[src/rtl/apb_exe_queue_ctrl.sv]
// APB register front-end for an execution unit: operand registers, a command FIFO
// feeding the unit and a result FIFO drained by APB reads, all with one wait state.
module apb_exe_queue_ctrl #(
    parameter int DATA_WIDTH = 16,
    parameter int ADDR_WIDTH = 16,
    parameter int CMD_DEPTH  = 4,
    parameter int RES_DEPTH  = 4
) (
    input  logic                  i_PCLK,
    input  logic                  i_PRESETn,
    input  logic [ADDR_WIDTH-1:0] i_PADDR,
    input  logic                  i_PSEL,
    input  logic                  i_PENABLE,
    input  logic                  i_PWRITE,
    input  logic [DATA_WIDTH-1:0] i_PWDATA,
    output logic                  o_PREADY,
    output logic [DATA_WIDTH-1:0] o_PRDATA,
    output logic                  o_PSLVERR,
    output logic [DATA_WIDTH-1:0] o_EXE_OPER,
    output logic [DATA_WIDTH-1:0] o_EXE_ARGA,
    output logic [DATA_WIDTH-1:0] o_EXE_ARGB,
    output logic                  o_EXE_VALID,
    input  logic                  i_EXE_READY,
    input  logic                  i_RES_VALID,
    input  logic [DATA_WIDTH-1:0] i_RES_DATA,
    input  logic [3:0]            i_RES_STATUS
);

    localparam int CPW = $clog2(CMD_DEPTH);
    localparam int RPW = $clog2(RES_DEPTH);
    localparam int CW  = 3 * DATA_WIDTH;
    localparam int RW  = DATA_WIDTH + 4;

    logic [DATA_WIDTH-1:0] oper_q, arga_q, argb_q;
    logic [3:0]            last_status;
    logic                  ovf;

    logic [CW-1:0]  cmd_mem [CMD_DEPTH];
    logic [CPW-1:0] cmd_wr_ptr, cmd_rd_ptr;
    logic [CPW:0]   cmd_cnt;
    logic [RW-1:0]  res_mem [RES_DEPTH];
    logic [RPW-1:0] res_wr_ptr, res_rd_ptr;
    logic [RPW:0]   res_cnt;

    logic access;
    logic sel_oper, sel_arga, sel_argb, sel_cmd, sel_result, sel_status;
    logic cmd_full, cmd_empty, res_full, res_empty;
    logic cmd_push, cmd_pop, res_push, res_pop, res_ovf, status_rd;
    logic [CW-1:0] cmd_head;
    logic [RW-1:0] res_head;
    logic [DATA_WIDTH-1:0] rsp_data;
    logic rsp_err;

    function automatic logic [DATA_WIDTH-1:0] pack_status(
        input logic c_full, input logic c_empty, input logic r_full, input logic r_empty,
        input logic [3:0] last, input logic overflow);
        logic [DATA_WIDTH-1:0] s;
        s      = '0;
        s[0]   = c_full;
        s[1]   = c_empty;
        s[2]   = r_full;
        s[3]   = r_empty;
        s[7:4] = last;
        s[8]   = overflow;
        return s;
    endfunction

    // The action cycle is the first PSEL&PENABLE cycle; PREADY high marks completion.
    assign access     = i_PSEL & i_PENABLE & ~o_PREADY;
    assign sel_oper   = (i_PADDR == ADDR_WIDTH'(0));
    assign sel_arga   = (i_PADDR == ADDR_WIDTH'(1));
    assign sel_argb   = (i_PADDR == ADDR_WIDTH'(2));
    assign sel_cmd    = (i_PADDR == ADDR_WIDTH'(3));
    assign sel_result = (i_PADDR == ADDR_WIDTH'(4));
    assign sel_status = (i_PADDR == ADDR_WIDTH'(5));

    assign cmd_full  = (cmd_cnt == (CPW+1)'(CMD_DEPTH));
    assign cmd_empty = (cmd_cnt == '0);
    assign res_full  = (res_cnt == (RPW+1)'(RES_DEPTH));
    assign res_empty = (res_cnt == '0);

    assign cmd_head    = cmd_mem[cmd_rd_ptr];
    assign res_head    = res_mem[res_rd_ptr];
    assign o_EXE_VALID = ~cmd_empty;
    assign o_EXE_OPER  = cmd_head[CW-1 -: DATA_WIDTH];
    assign o_EXE_ARGA  = cmd_head[2*DATA_WIDTH-1 -: DATA_WIDTH];
    assign o_EXE_ARGB  = cmd_head[DATA_WIDTH-1:0];

    // A full FIFO still accepts when its head leaves in the same cycle.
    assign cmd_pop   = o_EXE_VALID & i_EXE_READY;
    assign cmd_push  = access & i_PWRITE & sel_cmd & (~cmd_full | cmd_pop);
    assign res_pop   = access & ~i_PWRITE & sel_result & ~res_empty;
    assign res_push  = i_RES_VALID & (~res_full | res_pop);
    assign res_ovf   = i_RES_VALID & res_full & ~res_pop;
    assign status_rd = access & ~i_PWRITE & sel_status;

    always_comb begin
        rsp_data = '0;
        rsp_err  = 1'b0;
        if (i_PWRITE) begin
            if (sel_oper || sel_arga || sel_argb) begin
                rsp_err = 1'b0;
            end else if (sel_cmd) begin
                rsp_err = cmd_full & ~cmd_pop;
            end else begin
                rsp_err = 1'b1;
            end
        end else begin
            if (sel_oper) begin
                rsp_data = oper_q;
            end else if (sel_arga) begin
                rsp_data = arga_q;
            end else if (sel_argb) begin
                rsp_data = argb_q;
            end else if (sel_result) begin
                if (res_empty) rsp_err = 1'b1;
                else           rsp_data = res_head[RW-1 -: DATA_WIDTH];
            end else if (sel_status) begin
                rsp_data = pack_status(cmd_full, cmd_empty, res_full, res_empty, last_status, ovf);
            end else begin
                rsp_err = 1'b1;
            end
        end
    end

    always_ff @(posedge i_PCLK or negedge i_PRESETn) begin
        if (!i_PRESETn) begin
            o_PREADY  <= 1'b0;
            o_PRDATA  <= '0;
            o_PSLVERR <= 1'b0;
        end else if (access) begin
            o_PREADY  <= 1'b1;
            o_PRDATA  <= rsp_data;
            o_PSLVERR <= rsp_err;
        end else begin
            o_PREADY  <= 1'b0;
            o_PRDATA  <= '0;
            o_PSLVERR <= 1'b0;
        end
    end

    always_ff @(posedge i_PCLK or negedge i_PRESETn) begin
        if (!i_PRESETn) begin
            oper_q      <= '0;
            arga_q      <= '0;
            argb_q      <= '0;
            last_status <= '0;
            ovf         <= 1'b0;
        end else begin
            if (access && i_PWRITE && sel_oper) oper_q <= i_PWDATA;
            if (access && i_PWRITE && sel_arga) arga_q <= i_PWDATA;
            if (access && i_PWRITE && sel_argb) argb_q <= i_PWDATA;
            if (res_pop) last_status <= res_head[3:0];
            // A drop in the same cycle as a STATUS read must survive the clear.
            ovf <= res_ovf | (ovf & ~status_rd);
        end
    end

    always_ff @(posedge i_PCLK or negedge i_PRESETn) begin
        if (!i_PRESETn) begin
            cmd_wr_ptr <= '0;
            cmd_rd_ptr <= '0;
            cmd_cnt    <= '0;
            res_wr_ptr <= '0;
            res_rd_ptr <= '0;
            res_cnt    <= '0;
        end else begin
            if (cmd_push) cmd_wr_ptr <= cmd_wr_ptr + 1'b1;
            if (cmd_pop)  cmd_rd_ptr <= cmd_rd_ptr + 1'b1;
            case ({cmd_push, cmd_pop})
                2'b10:   cmd_cnt <= cmd_cnt + 1'b1;
                2'b01:   cmd_cnt <= cmd_cnt - 1'b1;
                default: cmd_cnt <= cmd_cnt;
            endcase
            if (res_push) res_wr_ptr <= res_wr_ptr + 1'b1;
            if (res_pop)  res_rd_ptr <= res_rd_ptr + 1'b1;
            case ({res_push, res_pop})
                2'b10:   res_cnt <= res_cnt + 1'b1;
                2'b01:   res_cnt <= res_cnt - 1'b1;
                default: res_cnt <= res_cnt;
            endcase
        end
    end

    // Storage arrays hold data only; validity lives in the counts.
    always_ff @(posedge i_PCLK) begin
        if (cmd_push) cmd_mem[cmd_wr_ptr] <= {oper_q, arga_q, argb_q};
        if (res_push) res_mem[res_wr_ptr] <= {i_RES_DATA, i_RES_STATUS};
    end

endmodule

[config.mk]
export PLATFORM = sky130hd
export DESIGN_NAME = apb_exe_queue_ctrl
export DESIGN_NICKNAME = d
export VERILOG_FILES = /design/src/rtl/apb_exe_queue_ctrl.sv
export SDC_FILE = /design/constraint.sdc
export NUM_CORES = 1
export LEC_CHECK = 0
export ABC_AREA = 1
export CELL_PAD_IN_SITES_DETAIL_PLACEMENT = 2
export CELL_PAD_IN_SITES_GLOBAL_PLACEMENT = 2
export CORE_MARGIN = 8
export CORE_UTILIZATION = 23
export CTS_CLUSTER_SIZE = 28
export DETAILED_ROUTE_END_ITERATION = 8
export HOLD_SLACK_MARGIN = 0.12
export PLACE_DENSITY = 0.58
export SYNTH_ARGS = -nofsm -noshare
export SYNTH_HDL_FRONTEND = slang
export SYNTH_SLANG_ARGS = --single-unit
[constraint.sdc]
create_clock -name i_PCLK -period 5.65 [get_ports i_PCLK]
set_input_delay 1.13 -clock i_PCLK [delete_from_list [all_inputs] [get_ports i_PCLK]]
set_output_delay 1.13 -clock i_PCLK [all_outputs]
set_load 0.05 [all_outputs]
==> impl_results.html, run 1 <==
<h2>Synthesis and place &amp; route</h2>
<table>
<tr><th>Metric</th><th>Value</th></tr>
<tr><th colspan="2">Synth</th></tr>
<tr><td>Cell count after synthesis</td><td>roughly 1200</td></tr>
<tr><td>Proportion of synthesized flip-flops having asynchronous set or reset</td><td>a little under a quarter</td></tr>
<tr><td>Synthesized Nets</td><td>1293</td></tr>
<tr><td>Post-synth top flop</td><td>sky130_fd_sc_hd__edfxtp_1</td></tr>
<tr><td>XOR/XNOR share of the synthesized area</td><td>less than 1%</td></tr>
<tr><td>MUX share of area</td><td>0%</td></tr>
<tr><td>FF+latch count, synth</td><td>357</td></tr>
<tr><td>Post-synth area from yosys stat</td><td>approximately 0.015 mm2</td></tr>
<tr><td>Portion of the post-synthesis area used by sequential elements</td><td>a little over two thirds</td></tr>
<tr><td>Flip-flops with a built-in enable</td><td>272</td></tr>
<tr><td>Area share of fa/ha/maj cells after synthesis</td><td>approximately 1.0%</td></tr>
<tr><td>Library cells used by synthesis</td><td>35</td></tr>
<tr><td>Share of synthesized cell area in and, or, nand and nor gates</td><td>between 10% and 20%</td></tr>
<tr><th colspan="2">Setup path</th></tr>
<tr><td>Internal reg-to-reg setup slack</td><td>around 2800 ps</td></tr>
<tr><td>Delay of the slowest critical-path stage</td><td>between 800 and 900 ps</td></tr>
<tr><td>Crit path DAT</td><td>around 3300 ps</td></tr>
<tr><td>First element of the critical path</td><td>cmd_rd_ptr[0]$_DFFE_PN0P_</td></tr>
<tr><td>WP depth</td><td>5</td></tr>
<tr><td>Required time of the worst setup path</td><td>between 4000 and 5000 ps</td></tr>
<tr><td>Path depth of the worst reg2reg path</td><td>7</td></tr>
<tr><td>Crit-path slowest cell</td><td>sky130_fd_sc_hd__clkdlybuf4s50_1</td></tr>
<tr><td>Reg-to-reg critical path startpoint</td><td>res_rd_ptr[1]$_DFFE_PN0N_</td></tr>
<tr><th colspan="2">Pwr</th></tr>
<tr><td>Static leakage power</td><td>0.00697 uW</td></tr>
<tr><td>Sequential Power</td><td>~3000 uW</td></tr>
<tr><td>Cell Pwr Density</td><td>roughly 460 mW/mm2</td></tr>
<tr><td>Switching component of the power</td><td>3060 uW</td></tr>
<tr><td>Highest-power group</td><td>sequential cells</td></tr>
<tr><td>Maximum ir drop on the vdd rail</td><td>~0.20 mV</td></tr>
<tr><th colspan="2">Cells and area</th></tr>
<tr><td>Most used cells in the layout excluding fill and tap cells</td><td>sky130_fd_sc_hd__edfxtp_1 (272), sky130_fd_sc_hd__nor2_1 (165), sky130_fd_sc_hd__nand2_1 (163), sky130_fd_sc_hd__o21ai_0 (150), sky130_fd_sc_hd__clkdlybuf4s50_1 (124)</td></tr>
<tr><td>Tally of filler cells in the layout</td><td>~6800</td></tr>
<tr><td>Max reg flops</td><td>approximately 190</td></tr>
<tr><td>Area of combinational cells with multiple inputs</td><td>between 0.003 and 0.004 mm2</td></tr>
<tr><td>Layout net count</td><td>around 1400</td></tr>
<tr><td>N_diodes</td><td>0</td></tr>
<tr><td>Buffer share of cell area</td><td>under 10%</td></tr>
<tr><td>Cell class with the largest area share</td><td>registers</td></tr>
<tr><td>Finished layout cell area</td><td>around 0.018 mm2</td></tr>
<tr><td>Biggest registers after layout</td><td>cmd_mem x192, res_mem x80</td></tr>
<tr><td>Fraction of final layout cells sized beyond drive strength 1</td><td>roughly 13%</td></tr>
<tr><td>Comb area share</td><td>between 20% and 30%</td></tr>
<tr><td>Final-layout clock buffer total</td><td>56</td></tr>
<tr><th colspan="2">Drt</th></tr>
<tr><td>Mean routed wirelength per cell</td><td>20.8 um</td></tr>
<tr><td>Initial DRT Pass Iterations</td><td>4</td></tr>
<tr><td>DRC violations left</td><td>0</td></tr>
<tr><td>Wirelength, routed</td><td>between 40 and 50 mm</td></tr>
<tr><td>Via density per instance</td><td>roughly 4.4</td></tr>
<tr><td>Metal-1 WL</td><td>around 20 mm</td></tr>
<tr><td>Top Layer Used</td><td>met4</td></tr>
<tr><td>Iteration-0 DRC Markers</td><td>~440</td></tr>
<tr><td>Vias after detailed routing</td><td>roughly 9800</td></tr>
<tr><th colspan="2">Placement</th></tr>
<tr><td>Placed Instance Area</td><td>roughly 0.017 mm2</td></tr>
<tr><td>Dpl hpwl</td><td>30.3 mm</td></tr>
<tr><td>Routability congestion estimate from global placement</td><td>between 0.7 and 0.8</td></tr>
<tr><td>Setup slack at placement</td><td>between 1000 and 1500 ps</td></tr>
<tr><td>Instance count after placement with tap cells included</td><td>between 2000 and 2500</td></tr>
<tr><td>Count of input and output buffers</td><td>around 130</td></tr>
<tr><th colspan="2">Timing</th></tr>
<tr><td>Slack of the critical path</td><td>about 1200 ps</td></tr>
<tr><td>Number of hold violations in the final report</td><td>0</td></tr>
<tr><td>Setup repair after global routing missed its margin</td><td>no</td></tr>
<tr><td>Time the worst path needs with I/O delays and setup</td><td>~4400 ps</td></tr>
<tr><td>Fin Setup TNS</td><td>0 ps</td></tr>
<tr><td>Peak Freq</td><td>approximately 230 MHz</td></tr>
<tr><td>Layout Skew</td><td>20.8 ps</td></tr>
<tr><td>Number of max-slew violations in the final report</td><td>0</td></tr>
<tr><td>Slew HR</td><td>between 30% and 40%</td></tr>
<tr><th colspan="2">Floorplanning</th></tr>
<tr><td>Vertical extent of the die</td><td>roughly 270 um</td></tr>
<tr><td>Overall die area</td><td>~0.07 mm2</td></tr>
<tr><td>Number of placed I/O pins</td><td>126</td></tr>
<tr><td>Die boundary width</td><td>roughly 270 um</td></tr>
<tr><th colspan="2">Clock tree</th></tr>
<tr><td>Number of buffers created by CTS</td><td>~42</td></tr>
<tr><td>Total of hold buffers inserted after clock tree synthesis</td><td>0</td></tr>
<tr><td>Root buffer cell</td><td>sky130_fd_sc_hd__clkbuf_16</td></tr>
<tr><td>Post-CTS Setup Bufs</td><td>0</td></tr>
<tr><td>Resized cells post-CTS</td><td>0</td></tr>
<tr><td>Number of levels the H-tree was split into</td><td>2</td></tr>
<tr><td>TritonCTS clock tree</td><td>done</td></tr>
<tr><th colspan="2">GRT</th></tr>
<tr><td>Met2 demand-to-capacity share in global routing</td><td>~22%</td></tr>
<tr><td>Global route overflow</td><td>0</td></tr>
<tr><td>First-pass GRT wire length</td><td>between 60 and 70 mm</td></tr>
<tr><td>Overall global routing resource usage</td><td>roughly 13%</td></tr>
<tr><td>Number of global-route vias before repair</td><td>roughly 11000</td></tr>
<tr><th colspan="2">Outcome</th></tr>
<tr><td>Outcome</td><td>finished, final reports clean</td></tr>
<tr><th colspan="2">Worst hold path</th></tr>
<tr><td>Start point of the worst hold path</td><td>cmd_cnt[0]$_DFFE_PN0P_</td></tr>
<tr><td>Type of the most critical hold path</td><td>reg2reg</td></tr>
<tr><td>WHS Path Cells</td><td>1</td></tr>
<tr><th colspan="2">Flow run</th></tr>
<tr><td>Tally of OpenROAD warnings</td><td>32</td></tr>
</table>
==> run 1: synthesized netlist by cell type (19+ instances only) <==
library cell,instances
sky130_fd_sc_hd__edfxtp_1,272
sky130_fd_sc_hd__nor2_1,169
sky130_fd_sc_hd__nand2_1,163
sky130_fd_sc_hd__o21ai_0,150
sky130_fd_sc_hd__dfrtp_1,85
sky130_fd_sc_hd__inv_1,69
sky130_fd_sc_hd__o22ai_1,49
sky130_fd_sc_hd__o21ai_2,48
sky130_fd_sc_hd__nand3_1,32
sky130_fd_sc_hd__clkbuf_1,30
sky130_fd_sc_hd__a21oi_1,22
sky130_fd_sc_hd__buf_2,20
sky130_fd_sc_hd__nand4_1,19
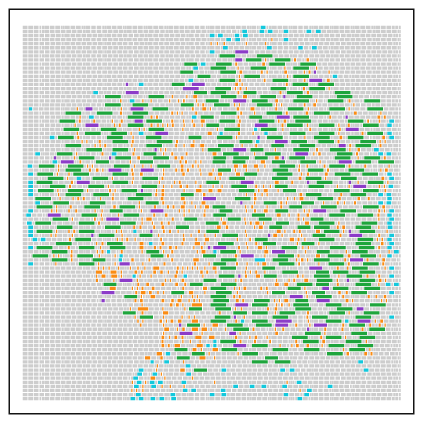
*Cell classes on the final placement, run 1*
(1.5 px per um) Fill, decap, tap and diode cells in grey.
- green: flip-flops (cells 357; share of their area 60%)
- orange: all other logic (cells 800; share of their area 24%)
- purple: clock drivers and dummy loads (cells 76; share of their area 7.8%)
- cyan: other buffers and delay cells (cells 144; share of their area 8.2%)
number of placement rows: 92
core footprint: 0.0631 mm2

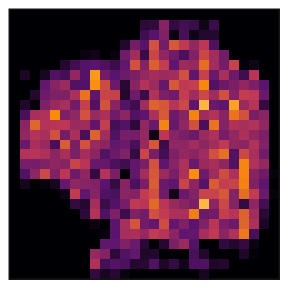
*Placement density heat map, run 1*
(1 px per um) 27 x 27 tiles, from black (low) to pale yellow (high), 0 to 100% covered.
- fullest tile: 85%
- mean over tiles: 24%
- tiles over 75% full: 0.80%
- emptiest ninth of the die: bottom left
- densest ninth of the die: right middle
- nearly empty tiles: 33%
final core utilization: 28.7%
FP Core Util: 23.3%

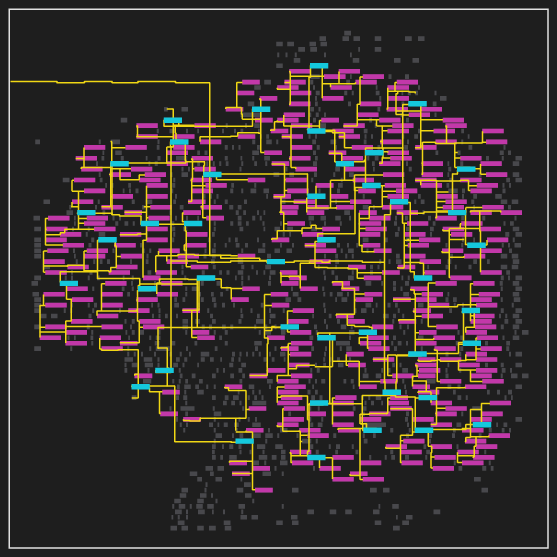
*Clock network drawn from the DEF, run 1*
(2 px per um)
- yellow: clock wires (length 5190 um)
- magenta: flip-flops (count 357)
- cyan: cells driving clock nets (count 42)
- routed clock nets: 43
source-to-sink clock delay at the later pin of the worst-skew pair: 570 ps
clock network power: 2640 uW

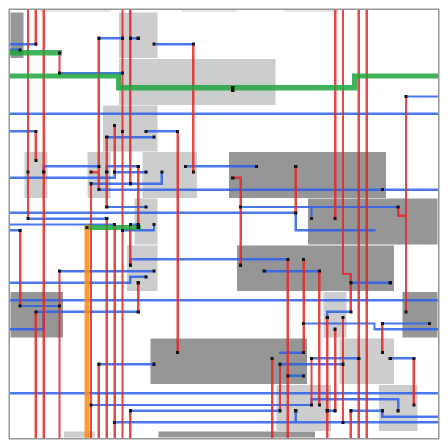
*A small window of the routed layout, run 1*
Window x 122 to 147, y 122 to 147 um. Cells in grey, sequential cells in the stronger grey; small squares are vias.
- orange: met4
- red: met2
- green: met3
- blue: met1
- netlist names of flops here include: `arga_q` (2)
- sequential cells in the window: 4
- cells with their middle in the window: 16
- most frequent: nand2_1 (4), o21ai_2 (4), dfrtp_1 (4)

### Clock wiring as the flow saved it, run 1

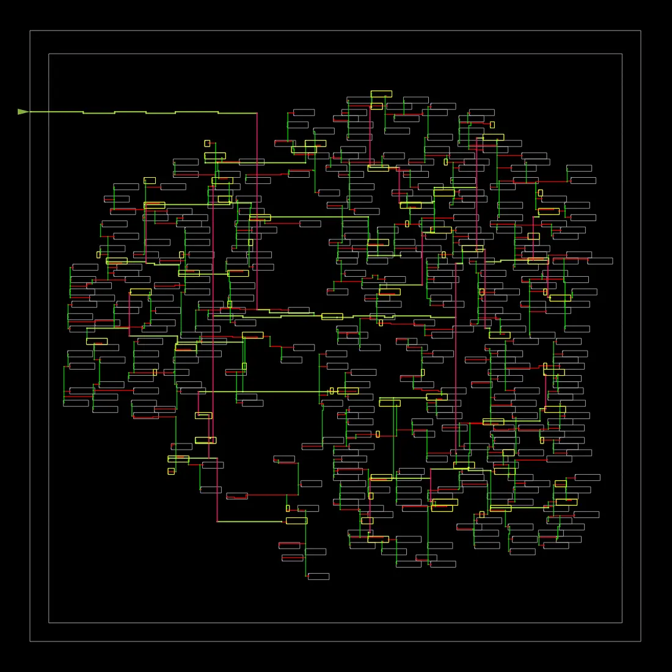

==> inputs of run 2 (changes only) <==
--- a/config.mk
+++ b/config.mk
@@ -13,7 +13,7 @@
 export CTS_CLUSTER_SIZE = 28
 export DETAILED_ROUTE_END_ITERATION = 8
 export HOLD_SLACK_MARGIN = 0.12
-export PLACE_DENSITY = 0.58
+export PLACE_DENSITY = 0.6
 export SYNTH_ARGS = -nofsm -noshare
 export SYNTH_HDL_FRONTEND = slang
 export SYNTH_SLANG_ARGS = --single-unit
==> constraint.sdc (replaced) <==
create_clock -name i_PCLK -period 3.6 [get_ports i_PCLK]
set_input_delay 0.72 -clock i_PCLK [delete_from_list [all_inputs] [get_ports i_PCLK]]
set_output_delay 0.72 -clock i_PCLK [all_outputs]
set_load 0.05 [all_outputs]
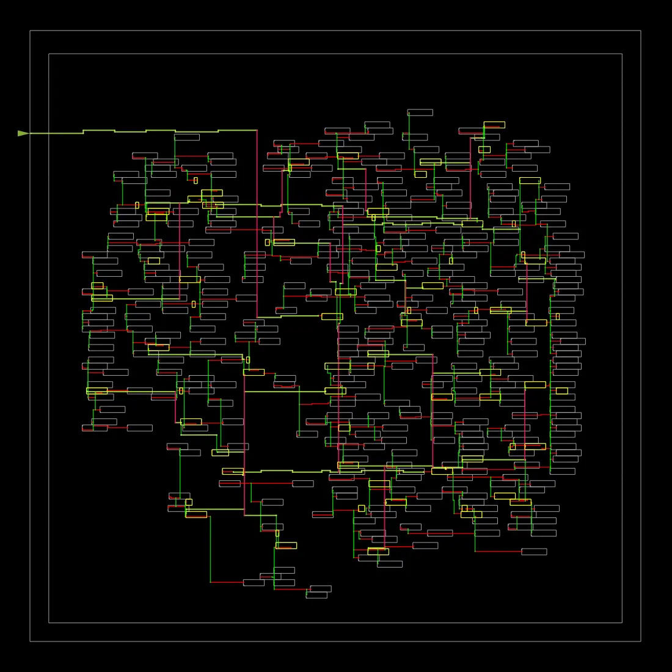
*Clock wiring as the flow saved it, run 2*
number of buffers created by CTS: 41
clock network power: 4220 uW

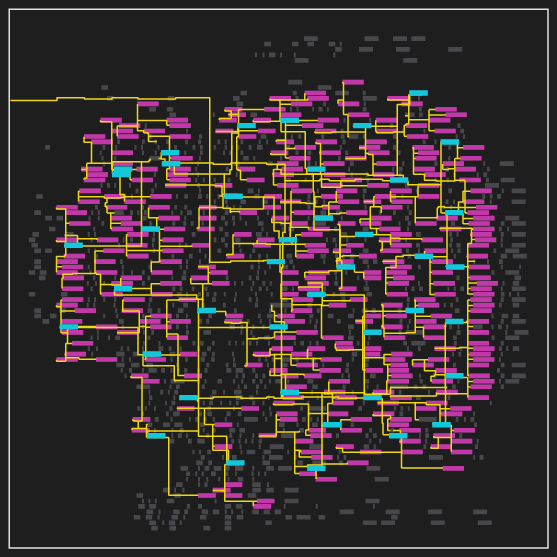
*Clock network drawn from the DEF, run 2*
(2 px per um)
- cyan: cells driving clock nets (count 41)
- magenta: flip-flops (count 357)
- yellow: clock wires (length 5200 um)
- routed clock nets: 42
portion of total power attributed to the clock network: 29.6%
Layout Skew: 22.1 ps

==> run 2 against run 1 <==
Worst setup slack lost 820 ps. Sequential power grew 57%. Register-to-register slack worse by 1700 ps. Sequential share of layout area decreased by 2.1 points. Total power rose by 71%. Critical path depth unchanged. Hold slack got worse by 320 ps. Routed wire length grew 0.80%. Clock skew is 1.3 ps higher. Largest power group is now combinational cells. Highest routed layer unchanged.
==> impl_results.html, run 2 <==
<h2>Synthesis and place &amp; route</h2>
<table>
<tr><th>Metric</th><th>Value</th></tr>
<tr><th colspan="2">Setup path</th></tr>
<tr><td>WP depth</td><td>5</td></tr>
<tr><td>Reg-to-reg critical path startpoint</td><td>cmd_cnt[1]$_DFFE_PN0P_</td></tr>
<tr><td>Crit-path slowest cell</td><td>sky130_fd_sc_hd__dfrtp_2</td></tr>
<tr><td>Delay of the slowest critical-path stage</td><td>~430 ps</td></tr>
<tr><th colspan="2">Synth</th></tr>
<tr><td>FF+latch count, synth</td><td>357</td></tr>
<tr><td>Flip-flops with a built-in enable</td><td>272</td></tr>
<tr><td>Proportion of synthesized flip-flops having asynchronous set or reset</td><td>a little under a quarter</td></tr>
<tr><td>Post-synth top flop</td><td>sky130_fd_sc_hd__edfxtp_1</td></tr>
<tr><td>XOR/XNOR share of the synthesized area</td><td>less than 1%</td></tr>
<tr><td>Share of synthesized cell area in and, or, nand and nor gates</td><td>roughly an eighth</td></tr>
<tr><td>Post-synth area from yosys stat</td><td>approximately 0.015 mm2</td></tr>
<tr><td>MUX share of area</td><td>0%</td></tr>
<tr><td>Cell types with the highest counts after synthesis</td><td>sky130_fd_sc_hd__edfxtp_1 (272), sky130_fd_sc_hd__nor2_1 (169), sky130_fd_sc_hd__nand2_1 (163)</td></tr>
<tr><td>Cell count after synthesis</td><td>between 1000 and 1500</td></tr>
<tr><td>Library cells used by synthesis</td><td>35</td></tr>
<tr><th colspan="2">GRT</th></tr>
<tr><td>Met2 demand-to-capacity share in global routing</td><td>22.4%</td></tr>
<tr><td>First-pass GRT wire length</td><td>between 60 and 70 mm</td></tr>
<tr><td>Overall global routing resource usage</td><td>between 10 and 15%</td></tr>
<tr><th colspan="2">Timing</th></tr>
<tr><td>Fin Setup TNS</td><td>0 ps</td></tr>
<tr><td>Peak Freq</td><td>315 MHz</td></tr>
<tr><td>Slack of the critical path</td><td>421 ps</td></tr>
<tr><td>Number of hold violations in the final report</td><td>0</td></tr>
<tr><td>Number of max-slew violations in the final report</td><td>0</td></tr>
<tr><th colspan="2">Drt</th></tr>
<tr><td>Vias after detailed routing</td><td>9718</td></tr>
<tr><td>Mean routed wirelength per cell</td><td>about 21 um</td></tr>
<tr><td>Via density per instance</td><td>about 4.3</td></tr>
<tr><td>Iteration-0 DRC Markers</td><td>455</td></tr>
<tr><td>Wirelength, routed</td><td>~47 mm</td></tr>
<tr><th colspan="2">Placement</th></tr>
<tr><td>Placed Instance Area</td><td>roughly 0.017 mm2</td></tr>
<tr><td>Setup slack at placement</td><td>~500 ps</td></tr>
<tr><td>Routability congestion estimate from global placement</td><td>between 0.7 and 0.8</td></tr>
<tr><th colspan="2">Floorplanning</th></tr>
<tr><td>Number of placement rows</td><td>approximately 92</td></tr>
<tr><td>Die boundary width</td><td>roughly 270 um</td></tr>
<tr><th colspan="2">Clock tree</th></tr>
<tr><td>Resized cells post-CTS</td><td>0</td></tr>
<tr><td>Total of hold buffers inserted after clock tree synthesis</td><td>0</td></tr>
<tr><td>Source-to-sink clock delay at the later pin of the worst-skew pair</td><td>~570 ps</td></tr>
<tr><td>Root buffer cell</td><td>sky130_fd_sc_hd__clkbuf_16</td></tr>
<tr><th colspan="2">Worst hold path</th></tr>
<tr><td>Type of the most critical hold path</td><td>in2async</td></tr>
<tr><th colspan="2">Cells and area</th></tr>
<tr><td>Fraction of final layout cells sized beyond drive strength 1</td><td>17.0%</td></tr>
<tr><td>Most used cells in the layout excluding fill and tap cells</td><td>sky130_fd_sc_hd__edfxtp_1 (272), sky130_fd_sc_hd__nor2_1 (165), sky130_fd_sc_hd__nand2_1 (163), sky130_fd_sc_hd__o21ai_0 (150), sky130_fd_sc_hd__dfrtp_1 (84)</td></tr>
<tr><td>Biggest registers after layout</td><td>cmd_mem x192, res_mem x80</td></tr>
<tr><th colspan="2">Outcome</th></tr>
<tr><td>Outcome</td><td>finished, final reports clean</td></tr>
</table>
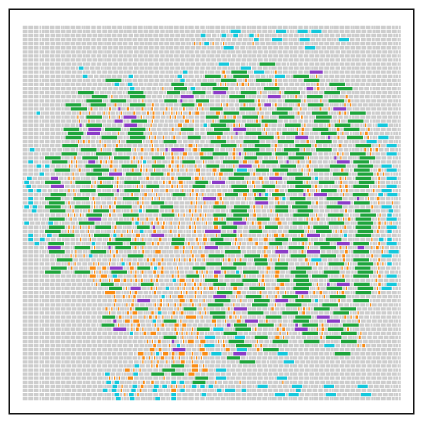
*Cell classes on the final placement, run 2*
(1.5 px per um) Fill, decap, tap and diode cells in grey.
- green: flip-flops (cells 357; share of their area 58%)
- purple: clock drivers and dummy loads (cells 75; share of their area 7.7%)
- orange: all other logic (cells 800; share of their area 23%)
- cyan: other buffers and delay cells (cells 157; share of their area 12%)
register fraction of the total cell area: 54.7%
finished layout cell area: 0.0188 mm2
final core utilization: 29.9%

## run 2: cell counts after synthesis
Identical to the previous run, type by type.
## run 2: power by group
group | internal, uW | leakage, uW | total (uW) | switching, uW
Sequential | 4660 | 0.00411 | 4760 | 101
Combinational | 2060 | 0.00253 | 5270 | 3210
Clock | 2490 | 0.000663 | 4220 | 1730
Total | 9210 | 0.00730 | 14300 | 5050
## run 2: area by class of cell
class	count	area (um2)
well taps	846	1060
inverters	75	285
clock inverters	13	123
diodes	1	2.50
repair buffers	157	2070
multi-input cells	725	3750
flip-flops and latches	357	10300
clock buffers	62	1250
fillers	6800	44200
## run 2: metal layers
metal,wire [um],share of wire (%)
met5,0,0
met4,888,1.9
met3,1950,4.2
met2,23200,50
met1,20500,44
Power and IR drop assume default switching activity.
